run_1/gates.png
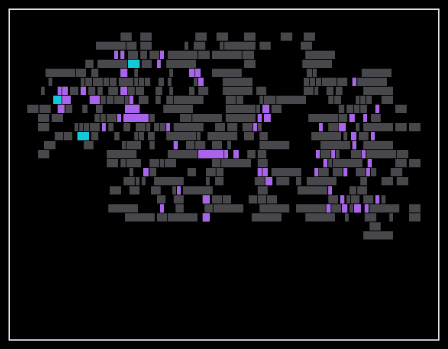
run_1/clock_nets.png
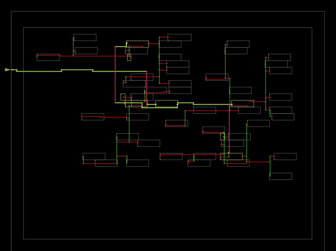
run_1/closeup.png
Scale bar: 5 um. Region (54, 59) to (74, 79) um. Cells in gray, sequential cells in the stronger gray; small squares are vias.
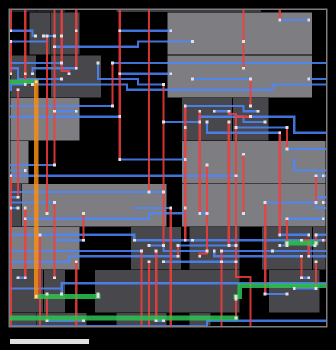
$ cat config.mk
export PLATFORM = sky130hd
export DESIGN_NAME = hssl_link_supervisor
export DESIGN_NICKNAME = d
export VERILOG_FILES = /design/src/rtl/hssl_pkg.sv /design/src/rtl/hssl_sup_timer.sv /design/src/rtl/hssl_link_supervisor.sv
export SDC_FILE = /design/constraint.sdc
export NUM_CORES = 1
export LEC_CHECK = 0
export CORE_ASPECT_RATIO = 0.75
export CORE_MARGIN = 5
export CORE_UTILIZATION = 25
export CTS_CLUSTER_SIZE = 25
export DETAILED_ROUTE_END_ITERATION = 7
export RECOVER_POWER = 100
export SLEW_MARGIN = 20
export SYNTH_ARGS = -nofsm -noshare
export SYNTH_HDL_FRONTEND = slang
export SYNTH_SLANG_ARGS = --single-unit
$ cat constraint.sdc
create_clock -name clk -period 3.9 [get_ports clk]
set_clock_uncertainty 0.1 [all_clocks]
set_input_delay 0.78 -clock clk [delete_from_list [all_inputs] [get_ports clk]]
set_output_delay 0.78 -clock clk [all_outputs]
set_load 0.005 [all_outputs]
$ cat src/rtl/hssl_pkg.sv
// Shared types and constants for the HSSL link supervisor: state encoding,
// sync-state codes and counter widths.
package hssl_pkg;

  typedef enum logic [2:0] {
    ST_IDLE          = 3'd0,
    ST_GT_RESET      = 3'd1,
    ST_WAIT_RST_DONE = 3'd2,
    ST_WAIT_SYNC     = 3'd3,
    ST_WAIT_HS       = 3'd4,
    ST_UP            = 3'd5,
    ST_BACKOFF       = 3'd6,
    ST_FAILED        = 3'd7
  } sup_state_e;

  localparam logic [1:0] SYNC_LOST     = 2'b10;
  localparam logic [1:0] SYNC_RESYNC   = 2'b01;
  localparam logic [1:0] SYNC_ACQUIRED = 2'b00;

  localparam int unsigned LINK_DROP_CNT_BITS = 16;
  localparam int unsigned RETRY_CNT_BITS     = 4;

  function automatic int unsigned max_u(input int unsigned a, input int unsigned b);
    return (a > b) ? a : b;
  endfunction

endpackage

$ cat src/rtl/hssl_sup_timer.sv
// Loadable down-counter used as the per-state timeout. It holds at zero once
// expired so a stale expiry stays visible until the next load.
module hssl_sup_timer #(
  parameter int unsigned WIDTH = 18
) (
  input  logic             clk,
  input  logic             reset_n,
  input  logic             load_in,
  input  logic [WIDTH-1:0] value_in,
  output logic             expired_out
);

  logic [WIDTH-1:0] cnt_q;
  logic [WIDTH-1:0] cnt_d;

  // Next count: reload wins, otherwise count down to zero and stop.
  always_comb begin
    cnt_d = cnt_q;
    if (load_in) begin
      cnt_d = value_in;
    end else if (cnt_q != {WIDTH{1'b0}}) begin
      cnt_d = cnt_q - WIDTH'(1);
    end else begin
      cnt_d = cnt_q;
    end
  end

  // Count register.
  always_ff @(posedge clk or negedge reset_n) begin
    if (!reset_n) begin
      cnt_q <= {WIDTH{1'b0}};
    end else begin
      cnt_q <= cnt_d;
    end
  end

  assign expired_out = (cnt_q == {WIDTH{1'b0}});

endmodule

$ cat src/rtl/hssl_link_supervisor.sv
// HSSL link bring-up/recovery FSM: sequences the GT RX reset, waits for sync
// and handshake, retries with backoff and latches permanent failure.
module hssl_link_supervisor
  import hssl_pkg::*;
#(
  parameter int unsigned NUM_CLKC_FOR_GT_RESET = 16,
  parameter int unsigned SYNC_TIMEOUT          = 65536,
  parameter int unsigned HS_TIMEOUT            = 262144,
  parameter int unsigned BACKOFF_CYCLES        = 4096,
  parameter int unsigned MAX_RETRIES           = 7
) (
  input  logic                          clk,
  input  logic                          reset_n,
  input  logic                          enable_in,
  input  logic                          clear_stats_in,
  input  logic [1:0]                    loss_of_sync_state_in,
  input  logic                          handshake_complete_in,
  input  logic                          version_mismatch_in,
  input  logic                          gt_reset_done_in,
  output logic                          gt_reset_out,
  output logic                          stop_out,
  output logic                          link_up_out,
  output logic                          fail_out,
  output logic [2:0]                    state_out,
  output logic [RETRY_CNT_BITS-1:0]     retry_cnt_out,
  output logic [LINK_DROP_CNT_BITS-1:0] link_drop_cnt_out
);

  // Timer holds N-1 on entry so that expiry is seen on the Nth cycle in state.
  localparam int unsigned TMR_MAX = max_u(max_u(NUM_CLKC_FOR_GT_RESET, SYNC_TIMEOUT),
                                          max_u(HS_TIMEOUT, BACKOFF_CYCLES));
  localparam int unsigned TMR_W   = (TMR_MAX > 2) ? $clog2(TMR_MAX) : 1;

  sup_state_e                    state_q, state_d;
  logic [RETRY_CNT_BITS-1:0]     retry_q, retry_d;
  logic [LINK_DROP_CNT_BITS-1:0] link_drop_cnt_q, link_drop_cnt_d;
  logic                          gt_reset_q, gt_reset_d;
  logic                          stop_q, stop_d;
  logic                          link_up_q, link_up_d;
  logic                          fail_q, fail_d;
  logic                          attempt_fail_s;
  logic                          drop_event_s;
  logic                          sync_ok_s;
  logic                          tmr_load_s;
  logic [TMR_W-1:0]              tmr_value_s;
  logic                          tmr_expired_s;

  assign sync_ok_s = (loss_of_sync_state_in == SYNC_ACQUIRED);

  hssl_sup_timer #(
    .WIDTH (TMR_W)
  ) u_timer (
    .clk         (clk),
    .reset_n     (reset_n),
    .load_in     (tmr_load_s),
    .value_in    (tmr_value_s),
    .expired_out (tmr_expired_s)
  );

  // State and counter registers.
  always_ff @(posedge clk or negedge reset_n) begin
    if (!reset_n) begin
      state_q         <= ST_IDLE;
      retry_q         <= {RETRY_CNT_BITS{1'b0}};
      link_drop_cnt_q <= {LINK_DROP_CNT_BITS{1'b0}};
    end else begin
      state_q         <= state_d;
      retry_q         <= retry_d;
      link_drop_cnt_q <= link_drop_cnt_d;
    end
  end

  // Next-state, retry accounting and drop detection.
  always_comb begin
    state_d        = state_q;
    retry_d        = retry_q;
    attempt_fail_s = 1'b0;
    drop_event_s   = 1'b0;
    if (!enable_in) begin
      state_d = ST_IDLE;
      retry_d = {RETRY_CNT_BITS{1'b0}};
    end else begin
      case (state_q)
        ST_IDLE:          state_d = ST_GT_RESET;
        ST_GT_RESET:      state_d = tmr_expired_s ? ST_WAIT_RST_DONE : ST_GT_RESET;
        ST_WAIT_RST_DONE: begin
          if (tmr_expired_s)         attempt_fail_s = 1'b1;
          else if (gt_reset_done_in) state_d = ST_WAIT_SYNC;
          else                       state_d = ST_WAIT_RST_DONE;
        end
        ST_WAIT_SYNC: begin
          if (tmr_expired_s)  attempt_fail_s = 1'b1;
          else if (sync_ok_s) state_d = ST_WAIT_HS;
          else                state_d = ST_WAIT_SYNC;
        end
        ST_WAIT_HS: begin
          if (version_mismatch_in)                     state_d = ST_FAILED;
          else if (handshake_complete_in && sync_ok_s) state_d = ST_UP;
          else if (!sync_ok_s || tmr_expired_s)        attempt_fail_s = 1'b1;
          else                                         state_d = ST_WAIT_HS;
        end
        ST_UP: begin
          if (!sync_ok_s || !handshake_complete_in) begin
            drop_event_s = 1'b1;
            state_d      = ST_GT_RESET;
          end else begin
            state_d = ST_UP;
          end
        end
        ST_BACKOFF:       state_d = tmr_expired_s ? ST_GT_RESET : ST_BACKOFF;
        ST_FAILED:        state_d = ST_FAILED;
        default:          state_d = ST_IDLE;
      endcase
      if (attempt_fail_s) begin
        if (retry_q == RETRY_CNT_BITS'(MAX_RETRIES)) begin
          state_d = ST_FAILED;
        end else begin
          retry_d = retry_q + RETRY_CNT_BITS'(1);
          state_d = ST_BACKOFF;
        end
      end else begin
        retry_d = retry_q;
      end
      if ((state_d == ST_UP) && (state_q != ST_UP)) begin
        retry_d = {RETRY_CNT_BITS{1'b0}};
      end else begin
        retry_d = retry_d;
      end
    end
  end

  // Drop statistics: a clear coinciding with a drop leaves exactly one drop.
  always_comb begin
    link_drop_cnt_d = link_drop_cnt_q;
    if (clear_stats_in) begin
      link_drop_cnt_d = drop_event_s ? LINK_DROP_CNT_BITS'(1) : {LINK_DROP_CNT_BITS{1'b0}};
    end else if (drop_event_s && (link_drop_cnt_q != {LINK_DROP_CNT_BITS{1'b1}})) begin
      link_drop_cnt_d = link_drop_cnt_q + LINK_DROP_CNT_BITS'(1);
    end else begin
      link_drop_cnt_d = link_drop_cnt_q;
    end
  end

  // Timer reload on state entry; WAIT_RST_DONE -> WAIT_SYNC shares one window.
  always_comb begin
    tmr_load_s = (state_d != state_q) &&
                 !((state_q == ST_WAIT_RST_DONE) && (state_d == ST_WAIT_SYNC));
    case (state_d)
      ST_GT_RESET:      tmr_value_s = TMR_W'(NUM_CLKC_FOR_GT_RESET - 1);
      ST_WAIT_RST_DONE: tmr_value_s = TMR_W'(SYNC_TIMEOUT - 1);
      ST_WAIT_HS:       tmr_value_s = TMR_W'(HS_TIMEOUT - 1);
      ST_BACKOFF:       tmr_value_s = TMR_W'(BACKOFF_CYCLES - 1);
      default:          tmr_value_s = {TMR_W{1'b0}};
    endcase
  end

  // Output decode from the next state so the registered outputs track state_q.
  always_comb begin
    gt_reset_d = (state_d == ST_GT_RESET);
    stop_d     = (state_d != ST_UP);
    link_up_d  = (state_d == ST_UP);
    fail_d     = (state_d == ST_FAILED);
  end

  // Output registers.
  always_ff @(posedge clk or negedge reset_n) begin
    if (!reset_n) begin
      gt_reset_q <= 1'b0;
      stop_q     <= 1'b1;
      link_up_q  <= 1'b0;
      fail_q     <= 1'b0;
    end else begin
      gt_reset_q <= gt_reset_d;
      stop_q     <= stop_d;
      link_up_q  <= link_up_d;
      fail_q     <= fail_d;
    end
  end

  assign gt_reset_out      = gt_reset_q;
  assign stop_out          = stop_q;
  assign link_up_out       = link_up_q;
  assign fail_out          = fail_q;
  assign state_out         = state_q;
  assign retry_cnt_out     = retry_q;
  assign link_drop_cnt_out = link_drop_cnt_q;

endmodule

==> impl_metrics.csv, run 1 <==
group,metric,value,unit
run_status,status,"finished with violations",
run_status,violations,"capacitance limit, slew limit",
cells_and_area,fillers,1069,
setup_path,arrival,3.60,ns
routing,drc,0,
run,drv_cap,1,
cells_and_area,drive_gt1_share,5.57,%
global_route,grt_pass1_wl,10500,um
cells_and_area,final_nets,335,
setup_path,path_class,"register to register",
setup_path,start_kind,"register",
setup_path,r2r-start,"u_timer.cnt_q[8]$_DFFE_PN0P_",
logic_synthesis,syn_nets,300,
routing,vias,2253,
logic_synthesis,enable_flop_cells,0,
floorplanning,row_count,32,
hold_path,hold_path_end,"link_drop_cnt_out[0]$_DFFE_PN0P_",
floorplanning,fp-utilization,25.7,%
global_route,antenna_found_initial,0,
hold_path,holdPathStages,1,
place,placed_cell_area,3140,sq um
sta,relSlewSlack,-17.4,%
sta,tightest_slew,1.76,ns
clock_tree,clk_path_buf_depth,2,
logic_synthesis,synth_flop_count,45,
logic_synthesis,top_cells_by_area,"dfrtp_1 (42%), xnor2_1 (8.9%), nor2_1 (5.0%)",
cells_and_area,final_cell_area,3270,sq um
place,io_buffers,35,
setup_path,critPathRequiredTime,3.98,ns
cells_and_area,final_cell_mix,"dfrtp_1 (44), nor2_1 (35), dlygate4sd3_1 (28)",
clock_tree,path_clk_slew,0.06,ns
sta,slew_viol_final,32,
cells_and_area,antenna_cells,0,
routing,drt-initial-drc-count,145,
routing,viasPerCell,4.91,
setup_path,r2r_cells,8,
clock_tree,cts_hold_buf,0,
Notes on gates.png above:
legend:
  nor cells:
    color: purple
    cells: 61
  non-inverting ao/oa cells:
    color: cyan
    cells: 3

Notes on clock_nets.png above:
clk_lat worst skew: 0.29 ns
clock sinks: 45
TritonCTS buffer count: 5
# clk buffers: 6
Power Clock: 411 uW

Notes on closeup.png above:
legend:
  M3:
    color: green
  M2:
    color: red
  M4:
    color: orange
  M1:
    color: blue
sequential cells in the window: 5
cells with their middle in the window: 18
most frequent: dfrtp_1 (5), xnor2_1 (3), o32ai_1 (3)
netlist names of flops here include: `u_timer.cnt_q` (3)

[run 1: metal layers]
metal | GRT usage, % | wire length, um
met3 | 2.63 | 366
met4 | 2.18 | 56
met2 | 15.2 | 2640
met5 | 0 | 0
met1 | 14.3 | 3120
[run 1: layout make-up]
class | count | area (sq um) | area share (%)
multi-input combinational | 217 | 1410 | 43.2
sequential | 45 | 1130 | 34.5
timing repair buffer | 39 | 368 | 11.3
tap | 136 | 170 | 5.21
clock buffer | 6 | 129 | 3.94
inverter | 14 | 52.6 | 1.61
clock inverter | 2 | 10.0 | 0.306
[run 1: kinds of logic after synthesis]
logic type	count (synthesis)	synth area share, %
simple gates	130	26.6
flops	45	42.5
compound gates	42	11.1
xor+xnor	34	11.2
buf+inv	25	4.01
mux	7	2.64
fa+ha+maj	4	1.89
[run 1: sequential cells by signal (all words and copies together), names as in the netlist]
name	flops
state_out	3
stop_out	1
link_drop_cnt_out	16
fail_out	1
gt_reset_out	1
retry_cnt_out	4
link_up_out	1
u_timer.cnt_q	18
[run 1: Yosys cell counts, types with 6 or more instances]
master,number
nand4_1,7
xor2_1,7
nor2_1,35
or4_1,6
nor4_1,9
nand2_1,23
clkbuf_1,6
nor3_1,11
mux2i_1,7
xnor2_1,27
inv_1,14
dfrtp_1,44
o31ai_1,8
o21ai_0,10
nand3_1,12
[run 1: power by group]
part           switching, mW  internal, mW  leakage (nW)
logic                  0.472         0.329         0.690
registers              0.116         0.562         0.609
clock network          0.175         0.235        0.0706
[run 1: worst max path at each step]
| stage | start | endpoint | slack, ns | depth (start not counted) |
|---|---|---|---|---|
| 2_1_floorplan | u_timer.cnt_q[8]$_DFFE_PN0P_ | u_timer.cnt_q[0]$_DFFE_PN0P_ | 0.88 | 9 |
| 3_3_place_gp | loss_of_sync_state_in[1] | retry_cnt_out[3]$_DFFE_PN0P_ | 0.49 | 8 |
| 3_5_place_dp | loss_of_sync_state_in[1] | retry_cnt_out[3]$_DFFE_PN0P_ | 0.47 | 8 |
| 4_1_cts | u_timer.cnt_q[8]$_DFFE_PN0P_ | u_timer.cnt_q[15]$_DFFE_PN0P_ | 0.58 | 7 |
| 5_1_grt | u_timer.cnt_q[8]$_DFFE_PN0P_ | u_timer.cnt_q[15]$_DFFE_PN0P_ | 0.16 | 7 |
| 6_report | u_timer.cnt_q[8]$_DFFE_PN0P_ | u_timer.cnt_q[12]$_DFFE_PN0P_ | 0.38 | 8 |
[run 1: through the flow]
stage / hold WS [ns] / worst slack (ns) / utilization (%) / cells
floorplan: 0.384 / 0.877 / - / 287
global placement: 0.436 / 0.492 / 30.4 / 451
detailed placement: 0.453 / 0.467 / 30.4 / 451
CTS: 0.462 / 0.583 / 31.8 / 459
global route: 0.501 / 0.156 / 31.6 / 459
finish: 0.448 / 0.384 / 31.6 / 459
[run 1: critical path, stage by stage, from the launching register on]
cell,delay (ns)
dfrtp_1,0.43
or4_4,0.60
or4_1,0.66
o21ai_0,0.43
nand3_1,0.19
a21oi_1,0.25
nor4_4,0.05
clkbuf_2,0.33
o32ai_1,0.38
--- run 2 (diff from run 1) ---
--- a/config.mk
+++ b/config.mk
@@ -5,13 +5,16 @@
 export SDC_FILE = /design/constraint.sdc
 export NUM_CORES = 1
 export LEC_CHECK = 0
+export ABC_CLOCK_PERIOD_IN_PS = 3900
 export CORE_ASPECT_RATIO = 0.75
 export CORE_MARGIN = 5
 export CORE_UTILIZATION = 25
 export CTS_CLUSTER_SIZE = 25
 export DETAILED_ROUTE_END_ITERATION = 7
+export GPL_ROUTABILITY_DRIVEN = 0
 export RECOVER_POWER = 100
 export SLEW_MARGIN = 20
 export SYNTH_ARGS = -nofsm -noshare
 export SYNTH_HDL_FRONTEND = slang
 export SYNTH_SLANG_ARGS = --single-unit
+export TNS_END_PERCENT = 5
==> run 2 against run 1 <==
  * The flow still finishes with violations (capacitance limit, slew limit)
  * Setup slack unchanged
  * Utilization stayed put
  * Sequential share of layout area is the same
  * Final cell count is the same
  * Fmax stayed put
  * Sequential power is essentially flat
  * Design area stayed put
  * Global-route usage is the same
  * Critical path type unchanged
  * Highest routed layer unchanged
==> impl_metrics.csv, run 2 <==
group,metric,value,unit
logic_synthesis,yosysMostFrequentCell,"dfrtp_1",
routing,vias,2253,
logic_synthesis,synth_flop_count,45,
floorplanning,core_area,10300,sq um
cells_and_area,fillers,1069,
logic_synthesis,ys_sh_aoi,11.1,%
logic_synthesis,ys_top_logic_family,"simple AND/OR/NAND/NOR gates",
logic_synthesis,simple_gate_share,26.6,%
cells_and_area,antenna_cells,0,
routing,drt-initial-drc-count,145,
hold_path,hold_path_end,"link_drop_cnt_out[0]$_DFFE_PN0P_",
floorplanning,fp-utilization,25.7,%
logic_synthesis,mux_share,2.64,%
run,drv_cap,1,
sta,fmaxAchievable,284,MHz
sta,relSlewSlack,-17.4,%
logic_synthesis,postSynthSeqShare,42.5,%
floorplanning,row_count,32,
routing,viasPerCell,4.91,
global_route,antenna_found_initial,0,
place,io_buffers,35,
setup_path,arrival,3.60,ns
cells_and_area,logic_area,1410,sq um
cells_and_area,drive_gt1_share,5.57,%
logic_synthesis,top_cells_by_area,"dfrtp_1 (42%), xnor2_1 (8.9%), nor2_1 (5.0%)",
logic_synthesis,enable_flop_cells,0,
clock_tree,clkLatencyLatePin,0.29,ns
setup_path,critPathRequiredTime,3.98,ns
setup_path,r2r-start,"u_timer.cnt_q[8]$_DFFE_PN0P_",
run_status,status,"finished with violations",
clock_tree,cts_hold_buf,0,
clock_tree,path_clk_slew,0.06,ns
cells_and_area,largest-register,"u_timer.cnt_q",
setup_path,path_class,"register to register",
logic_synthesis,ys_types,50,
sta,tightest_slew,1.76,ns
logic_synthesis,yosys_area,2650,sq um
logic_synthesis,yosys.area_share.adder,1.89,%
hold_path,holdPathStages,1,
setup_path,r2r_cells,8,
cells_and_area,largest_reg_flops,18,
clock_tree,clk_path_buf_depth,2,
routing,drc,0,
run_status,violations,"capacitance limit, slew limit",
logic_synthesis,xor_share,11.2,%
cells_and_area,flop_area,1130,sq um
sta,slew_viol_final,32,
cells_and_area,finish.utilization,31.6,%
run 2: cell counts after synthesis:
No cell type changed its count.
run 2: stage by stage:
step,area (sq um),std cells,setup slack (ns),power (mW),hold WS [ns]
2_1_floorplan,2650,287,0.877,1.29,0.384
3_3_place_gp,3140,451,0.492,1.48,0.436
3_5_place_dp,3140,451,0.467,1.49,0.453
4_1_cts,3280,459,0.583,1.91,0.462
5_1_grt,3270,459,0.156,2.03,0.501
6_report,3270,459,0.384,1.89,0.448
run 2: layer usage:
metal  vias up  track usage [%]  wire [um]
li1       1102                -          -
met1      1084             14.3       3120
met2        61             15.2       2640
met3         6             2.63        366
met4         0             2.18         56
met5         -                0          0
run 2: area by class of cell:
cell class | instances | area share [%]
clock inverter | 2 | 0.306
inverter | 14 | 1.61
tap | 136 | 5.21
multi-input combinational | 217 | 43.2
clock buffer | 6 | 3.94
sequential | 45 | 34.5
timing repair buffer | 39 | 11.3
run 2: how the worst max path moves through the flow:
| stage | endpoint | slack [ns] | start | cells past startpoint |
|---|---|---|---|---|
| global placement | retry_cnt_out[3]$_DFFE_PN0P_ | 0.49 | loss_of_sync_state_in[1] | 8 |
| CTS | u_timer.cnt_q[15]$_DFFE_PN0P_ | 0.58 | u_timer.cnt_q[8]$_DFFE_PN0P_ | 7 |
| detailed placement | retry_cnt_out[3]$_DFFE_PN0P_ | 0.47 | loss_of_sync_state_in[1] | 8 |
| global route | u_timer.cnt_q[15]$_DFFE_PN0P_ | 0.16 | u_timer.cnt_q[8]$_DFFE_PN0P_ | 7 |
| finish | u_timer.cnt_q[12]$_DFFE_PN0P_ | 0.38 | u_timer.cnt_q[8]$_DFFE_PN0P_ | 8 |
| floorplan | u_timer.cnt_q[0]$_DFFE_PN0P_ | 0.88 | u_timer.cnt_q[8]$_DFFE_PN0P_ | 9 |
run 2: cell families after synthesis:
logic type / after synthesis
DFF: 45
adders and majority gates: 4
muxes: 7
and+or+nand+nor: 130
AOI/OAI and AO/OA: 42
xor gates and xnor gates: 34
buffers and inverters: 25
run 2: where the power goes:
part | leakage [nW] | internal (mW) | switching, mW | total (mW)
registers | 0.609 | 0.562 | 0.116 | 0.678
clock network | 0.0706 | 0.235 | 0.175 | 0.411
logic | 0.690 | 0.329 | 0.472 | 0.801
run 2: worst max-delay path: stages, from the launching register on:
cell	delay, ns
dfrtp_1	0.43
or4_4	0.60
or4_1	0.66
o21ai_0	0.43
nand3_1	0.19
a21oi_1	0.25
nor4_4	0.05
clkbuf_2	0.33
o32ai_1	0.38
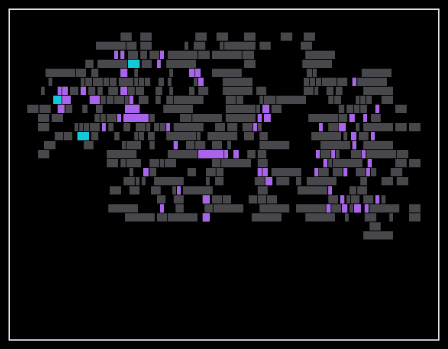
run_2/gates.png
legend:
  nor cells:
    color: purple
    cells: 61
  non-inverting ao/oa cells:
    color: cyan
    cells: 3

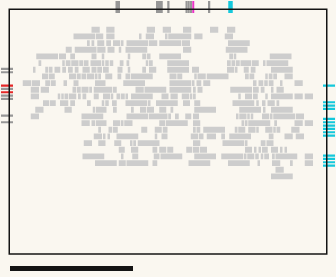
run_2/pinout.png
Scale bar: 50 um. Pins as bars across the die edge, other pins in gray.
legend:
  `loss_of_sync_state_in`:
    color: red
    pins: 2
    direction: input
    edge: left
  `link_drop_cnt_out`:
    color: cyan
    pins: 16
    direction: output
    edge: 14 right, 2 top
  `stop_out`:
    color: magenta
    pins: 1
    direction: output
    edge: top

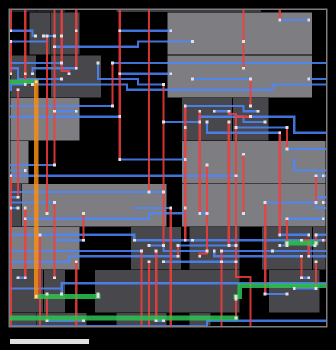
run_2/closeup.png
Scale bar: 5 um. Region (54, 59) to (74, 79) um. Cells in gray, sequential cells in the stronger gray; small squares are vias.
legend:
  M3:
    color: green
  M1:
    color: blue
  M2:
    color: red
  M4:
    color: orange
cells with their middle in the window: 18
sequential cells in the window: 5
netlist names of flops here include: `u_timer.cnt_q` (3)
most frequent: dfrtp_1 (5), xnor2_1 (3), o32ai_1 (3)

--- run 3 (diff from run 2) ---
--- a/config.mk
+++ b/config.mk
@@ -13,6 +13,7 @@
 export DETAILED_ROUTE_END_ITERATION = 7
 export GPL_ROUTABILITY_DRIVEN = 0
 export RECOVER_POWER = 100
+export SKIP_CTS_REPAIR_TIMING = 1
 export SLEW_MARGIN = 20
 export SYNTH_ARGS = -nofsm -noshare
 export SYNTH_HDL_FRONTEND = slang
==> run 3 against run 2 <==
  * The flow still finishes with violations (capacitance limit, slew limit)
  * Register-to-register slack hardly changed
  * Hold slack unchanged
  * Setup slack unchanged
  * Combinational power barely moved
  * Fmax is the same
  * Non-clock buffer count did not move
  * Critical path type unchanged
  * Sequential power about the same
  * Power did not move
  * Synthesized area did not move
  * Global-route usage is the same
  * Design area did not move
  * First-iteration DRC count unchanged
==> impl_metrics.csv, run 3 <==
group,metric,value,unit
sta,slew_viol_final,32,
routing,vias,2253,
clock_tree,clkLatencyLatePin,0.29,ns
logic_synthesis,ys_types,50,
clock_tree,clk_path_buf_depth,2,
sta,holdWs,0.448,ns
cells_and_area,final_nets,335,
place,preCtsSetupSlack,0.467,ns
run_status,status,"finished with violations",
routing,viasPerCell,4.91,
hold_path,holdPathStages,1,
setup_path,start_kind,"register",
clock_tree,path_clk_slew,0.06,ns
global_route,antenna_found_initial,0,
global_route,grt_pass1_wl,10500,um
logic_synthesis,enable_flop_cells,0,
cells_and_area,drive_gt1_share,5.57,%
floorplanning,core_area,10300,sq um
power,finalPower,1.89,mW
floorplanning,fp-utilization,25.7,%
cells_and_area,final_cell_mix,"dfrtp_1 (44), nor2_1 (35), dlygate4sd3_1 (28)",
power,p_sw,763,uW
power,seqPwrFrac,35.9,%
place,placed_cell_area,3140,sq um
clock_tree,clock_sinks,45,
routing,drt-initial-drc-count,145,
place,io_buffers,35,
cells_and_area,largest_reg_flops,18,
setup_path,r2r-start,"u_timer.cnt_q[8]$_DFFE_PN0P_",
floorplanning,row_count,32,
sta,tightest_slew,1.76,ns
logic_synthesis,synth_flop_count,45,
cells_and_area,final_cell_area,3270,sq um
cells_and_area,largest-register,"u_timer.cnt_q",
run_status,violations,"capacitance limit, slew limit",
logic_synthesis,yosys_area,2650,sq um
power,comb_power_share,42.4,%
power,p_clk_share,21.7,%
power,p_int,1.13,mW
cells_and_area,antenna_cells,0,
run,drv_cap,1,
setup_path,critPathRequiredTime,3.98,ns
hold_path,hold_path_end,"link_drop_cnt_out[0]$_DFFE_PN0P_",
power,swShare,40.4,%
sta,fmaxAchievable,284,MHz
cells_and_area,fin_cells,459,
sta,relSlewSlack,-17.4,%
setup_path,r2r_cells,8,
setup_path,critPathLaunch,"u_timer.cnt_q[8]$_DFFE_PN0P_",
[run 3: worst max-delay path: cells and delay by family, from the launching register on]
| family | cells | cell delay [ns] |
|---|---|---|
| simple gates | 4 | 1.50 |
| buf+inv | 1 | 0.33 |
| compound gates | 3 | 1.06 |
| flops | 1 | 0.43 |
[run 3: logic make-up (layout without fill, tap and decap cells)]
logic type	Yosys count	after routing	share of synthesized area, %
compound gates	42	42	11.1
xor+xnor	34	34	11.2
fa+ha+maj	4	4	1.89
buf+inv	25	61	4.01
flops	45	45	42.5
mux	7	7	2.64
simple gates	130	130	26.6
[run 3: how the worst max path moves through the flow]
stage	end	slack (ns)	cells past startpoint
after floorplan	u_timer.cnt_q[0]$_DFFE_PN0P_	0.88	9
after global placement	retry_cnt_out[3]$_DFFE_PN0P_	0.49	8
after detailed placement	retry_cnt_out[3]$_DFFE_PN0P_	0.47	8
after CTS	u_timer.cnt_q[15]$_DFFE_PN0P_	0.58	7
after global routing	u_timer.cnt_q[15]$_DFFE_PN0P_	0.16	7
final	u_timer.cnt_q[12]$_DFFE_PN0P_	0.38	8
[run 3: power groups by stage]
stage,logic (mW),clock network [mW],registers [mW]
detailed placement,0.807,0,0.685
CTS,0.813,0.420,0.678
global placement,0.796,0,0.683
global route,0.898,0.439,0.694
finish,0.801,0.411,0.678
floorplan,0.642,0,0.652
[run 3: final cells by class]
class	instances	area [sq um]
clock buffers	6	129
clock inverters	2	10.0
fillers	1069	7060
inverters	14	52.6
multi-input cells	217	1410
flip-flops and latches	45	1130
well taps	136	170
repair buffers	39	368
[run 3: layer usage]
layer  track usage, %  vias up  wire [um]
met5                0        -          0
met4             2.18        0         56
met3             2.63        6        366
met2             15.2       61       2640
met1             14.3     1084       3120
li1                 -     1102          -
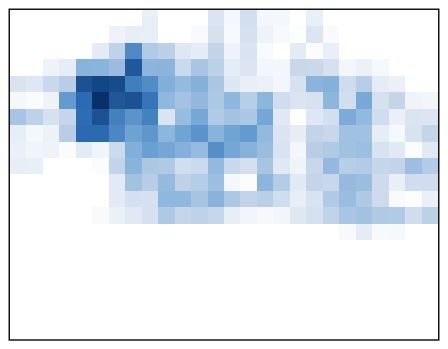
run_3/route_heat.png
The die is cut into 26 by 20 equal tiles; white is low, dark blue is high, scaled to the fullest tile. Values are wire area over tile area, all layers added.
fullest tile: 0.53
mean over tiles: 0.077
tiles over half the peak: 6.5%
nearly empty tiles: 49%

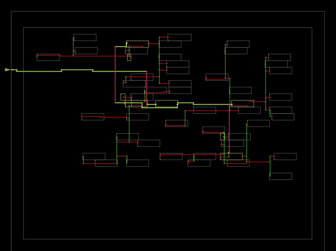
run_3/clock_nets.png
seq_cells: 45

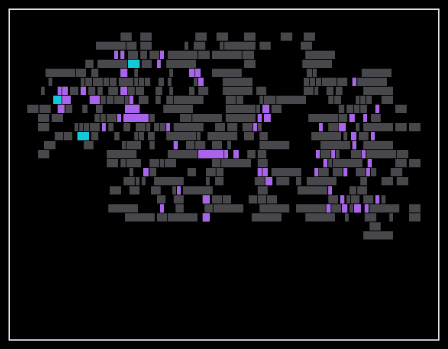
run_3/gates.png
legend:
  nor cells:
    color: purple
    cells: 61
  non-inverting ao/oa cells:
    color: cyan
    cells: 3

Power and IR drop assume default switching activity.
